==> src/rtl/register_file.sv <==
// ---------------------------------------------------------------------------
// register_file
//   DEPTH x WIDTH register file with one synchronous write port and two
//   independent combinational read ports. Entry 0 can optionally be a
//   constant-zero register. Write-to-read forwarding can optionally make
//   write data visible on the read ports in the same cycle as the write.
//
// Parameters
//   WIDTH    bits per entry (1..32)
//   DEPTH    number of entries, power of two (2..16)
//   ZERO_REG 1: entry 0 always reads 0 and ignores writes
//   BYPASS   1: a pending write is forwarded to matching read ports
//
// Ports
//   clk      clock, all state changes on the rising edge
//   nclr     synchronous active-low clear of every entry
//   wen      write enable
//   waddr    write address
//   wdata    write data
//   raddr_a  read port A address    rdata_a  read port A data
//   raddr_b  read port B address    rdata_b  read port B data
// ---------------------------------------------------------------------------
module register_file #(
    parameter int WIDTH    = 8,
    parameter int DEPTH    = 4,
    parameter int ZERO_REG = 0,
    parameter int BYPASS   = 0,
    localparam int AW      = $clog2(DEPTH)
) (
    input  logic             clk,
    input  logic             nclr,
    input  logic             wen,
    input  logic [AW-1:0]    waddr,
    input  logic [WIDTH-1:0] wdata,
    input  logic [AW-1:0]    raddr_a,
    output logic [WIDTH-1:0] rdata_a,
    input  logic [AW-1:0]    raddr_b,
    output logic [WIDTH-1:0] rdata_b
);

    logic [WIDTH-1:0] mem [DEPTH];
    logic             wr_live;
    logic             wr_blocked;

    // A write is live only outside reset; the clear always takes priority.
    assign wr_live    = nclr & wen;
    assign wr_blocked = (ZERO_REG != 0) && (waddr == '0);

    always_ff @(posedge clk) begin
        if (!nclr) begin
            for (int i = 0; i < DEPTH; i++) begin
                mem[i] <= '0;
            end
        end else if (wen && !wr_blocked) begin
            mem[waddr] <= wdata;
        end
    end

    // Read selection order: the zero register wins over forwarding, and
    // forwarding wins over the stored value.
    function automatic logic [WIDTH-1:0] read_sel(
        input logic [AW-1:0]    addr,
        input logic [WIDTH-1:0] stored,
        input logic             live,
        input logic [AW-1:0]    wa,
        input logic [WIDTH-1:0] wd
    );
        logic [WIDTH-1:0] res;
        res = stored;
        if ((BYPASS != 0) && live && (addr == wa)) begin
            res = wd;
        end
        if ((ZERO_REG != 0) && (addr == '0)) begin
            res = '0;
        end
        return res;
    endfunction

    always_comb begin
        rdata_a = read_sel(raddr_a, mem[raddr_a], wr_live, waddr, wdata);
    end

    always_comb begin
        rdata_b = read_sel(raddr_b, mem[raddr_b], wr_live, waddr, wdata);
    end

endmodule

==> config.mk <==
export PLATFORM = sky130hd
export DESIGN_NAME = register_file
export DESIGN_NICKNAME = d
export VERILOG_FILES = /design/src/rtl/register_file.sv
export SDC_FILE = /design/constraint.sdc
export NUM_CORES = 1
export LEC_CHECK = 0
export ABC_CLOCK_PERIOD_IN_PS = 2200
export CORE_ASPECT_RATIO = 0.75
export CORE_UTILIZATION = 50
export CTS_CLUSTER_SIZE = 25
export DETAILED_ROUTE_END_ITERATION = 10
export GPL_ROUTABILITY_DRIVEN = 0
export HOLD_SLACK_MARGIN = 0.05
export PLACE_DENSITY = 0.82
export SETUP_SLACK_MARGIN = 0.5
export SYNTH_ARGS = -nofsm -noshare
export SYNTH_HDL_FRONTEND = slang
export SYNTH_SLANG_ARGS = --single-unit
==> constraint.sdc <==
create_clock -name clk -period 2.2 [get_ports clk]
set_clock_uncertainty 0.15 [all_clocks]
set_input_delay 0.44 -clock clk [delete_from_list [all_inputs] [get_ports clk]]
set_output_delay 0.44 -clock clk [all_outputs]
set_load 0.02 [all_outputs]
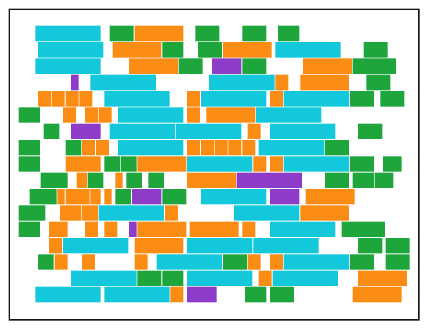
(images/class_map.png)
Drawn at 6 px/µm.
| class | colour | cells | share of their area |
|---|---|---|---|
| registers | cyan | 32 | 43% |
| remaining buffers and delay cells | green | 47 | 23% |
| remaining logic cells | orange | 59 | 29% |
| clock drivers and dummy loads | purple | 8 | 4.8% |
final core occ: 74.7%
Core Region: 3020 µm²
post-route cell area: 2260 µm²

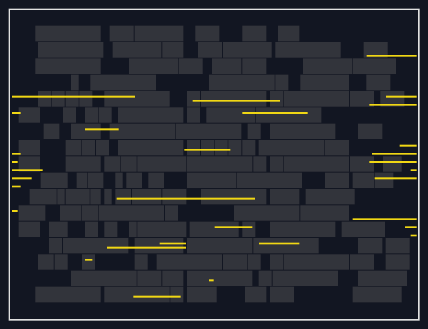
(images/m3.png)
Drawn at 6 px/µm.
share of all routed wire: 5.6%
wire length on this layer: 189 µm
nets with wire on the layer: 26

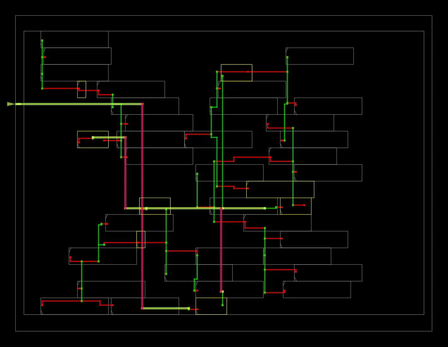
(images/clock_nets.png)
CTS Sinks: 32
CTS Buf Count: 5
Flops: 32
Clk. pwr: 0.000538 W
clock buffers: 5

==> CHANGELOG.md <==
## Flow update

* Outcome: finished clean
* Logic family by area: multiplexers
* Ports at 33
* Layout filler cell count at approximately 180
* H-tree Lvls at 2
* Worst min path class: in -> reg
* Syn avg cell area at 16.8 µm²
* Post-CTS resize count at 115
* DRT Pass-1 Iters at 4
* Yosys Warn Count at 0
* Hold Crit Depth at 3
* Cells after synthesis at 97
* Initial antenna violation count at 0
* CP Capture Type: output pin
* Syn nets at roughly 110
* Worst EP arrival at roughly 1.4 ns
* Chip height at 51.5 µm
* Number of OpenROAD warnings at 29
* Max-slew headroom at 75.5%
* Main area contributors: edfxtp_1 (59%), mux4_2 (22%), and2_1 (9.2%)
* Antenna Cells at 0
* Largest net degree at the start of global routing at 12
* Flops after synth at 32
* Post-Synth AOI/OAI Area at 0.613%
* Metal3 WL at between 150 and 200 µm
* Met2 Routed Length at 1680 µm
* Yosys cell types at 15
* Pwr Density at 713 nW/µm²
* Largest registers: mem x32
* Yosys adder share at 0%
* Worst path bufs/invs at 1
* Synth Seq Share at between 50% and 60%
* Final tally of max-slew violations at 0
* Post-Syn Area at 1630 µm²
* Worst path slowest cell: mux4_2
* Worst IR drop on VDD at 0.431 mV
* CTS tree: built
* CTS root buffer: clkbuf_8
* DR vias/cell at 5.68
* Finished Layout Cells at between 150 and 200
* Die Area at 3500 µm²
* Placed inst area at ~2100 µm²
* Fraction of layout cells with a size suffix above 1 at 39.7%
* Crit Path Max Fanout at 2
* Worst-path clk slew at 0.07 ns
* Largest Register: mem
* Post-CTS Hold Buffers at 0
* Mux frac, synth at 22.1%
* Drt drc at 0
* Cell taking the most area after synthesis: edfxtp_1
* Worst Setup Start Kind: register
* Fp_density at 54.1%
* Vias in the first global route at 1,051
* Overall power at 0.00161 W
* Crit. path cell count at 2
* Post-synthesis simple-gate area fraction at 15.8%
* Postcts setup bufs at 0
* Leakage power at 0.904 nW
* Clk buf depth at 2
* M1 wire length at roughly 1400 µm
* Achievable frequency at 516 MHz
* Grt met3 use at under 10%
* Yosys synthesis chip area at 1630 µm²
* Placed Instances at ~180
* GR Util met1 at a little under a third
* GR peak layer: met2
* Met2 Use GR at ~36%
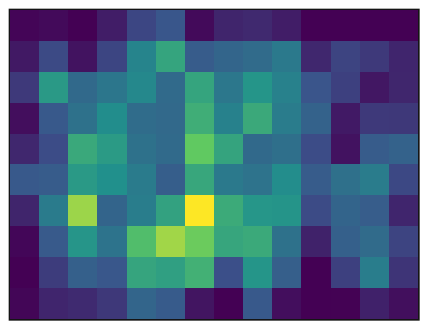
(images/route_heat.png)
Drawn at 6 px/µm. The die is cut into 14 by 10 equal tiles; dark purple is low, yellow is high, scaled to the fullest tile. Values are wire area over tile area, all layers added.
fullest tile: 0.50
densest ninth of the die: middle
tiles over half the peak: 20%
overall global routing resource usage: 23.8%
drt wl/cell: 18.2 µm
Via Count: 1,045
Routed WL: 3350 µm

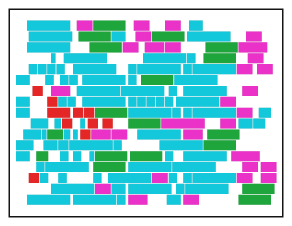
(images/sizing.png)
Drawn at 4 px/µm.
| size | colour | cells |
|---|---|---|
| x2 | green | 18 |
| x1 and smaller | cyan | 88 |
| x6 and larger | magenta | 30 |
| x3 and x4 | red | 10 |
Buffers excl. clock: 47
Final Worst Setup Slack: 0.261 ns
Area Overhead vs Synth: 38.1%

==> worst paths after layout <==
path,start,to,slack (ns)
setup / recovery,mem[3][1],rdata_a[1],0.26
hold / removal,wen,mem[3][6],0.58
==> layout make-up <==
class	count	area, µm²	area share, %
clock buffer	5	68.8	3.05
timing repair buffer	47	500	22.2
tap	38	47.5	2.11
inverter	1	3.75	0.166
clock inverter	3	37.5	1.66
multi-input combinational	58	638	28.3
sequential	32	961	42.6
==> cells in the mapped netlist <==
| cell type | instances |
|---|---|
| clkbuf_1 | 2 |
| clkbuf_2 | 2 |
| o21ai_0 | 2 |
| nand2_1 | 2 |
| nand3b_1 | 1 |
| buf_6 | 2 |
| nand2b_1 | 1 |
| and3_1 | 8 |
| inv_1 | 1 |
| and2_1 | 24 |
| and4bb_2 | 1 |
| mux4_2 | 16 |
| edfxtp_1 | 32 |
| and4b_1 | 2 |
| nand3_1 | 1 |
==> stage by stage <==
| stage | util (%) | hold slack [ns] | setup slack (ns) | setup TNS [ns] |
|---|---|---|---|---|
| detailed placement | 69.5 | 1.02 | -0.568 | -8.74 |
| global route | 74.7 | 0.616 | 0.226 | 0 |
| global placement | 69.5 | 1.02 | -0.557 | -8.60 |
| floorplan | - | 0.488 | 0.466 | 0 |
| finish | 74.7 | 0.584 | 0.261 | 0 |
| CTS | 74.4 | 0.725 | 0.284 | 0 |
==> report_power, final <==
group / switching (W) / internal [W]
registers: 0.0000215 / 0.000722
logic: 0.000142 / 0.000185
clock network: 0.000209 / 0.000329
==> layout by cell type, fill, tap and decap left out, types with 3 or more instances in the layout <==
master / n
edfxtp_1: 32
and2_1: 24
buf_6: 22
mux4_2: 16
clkdlybuf4s50_1: 9
buf_4: 9
and3_1: 8
clkbuf_8: 5
dlymetal6s2s_1: 3
Power figures rest on the tool's default switching activity, not on a simulated workload.
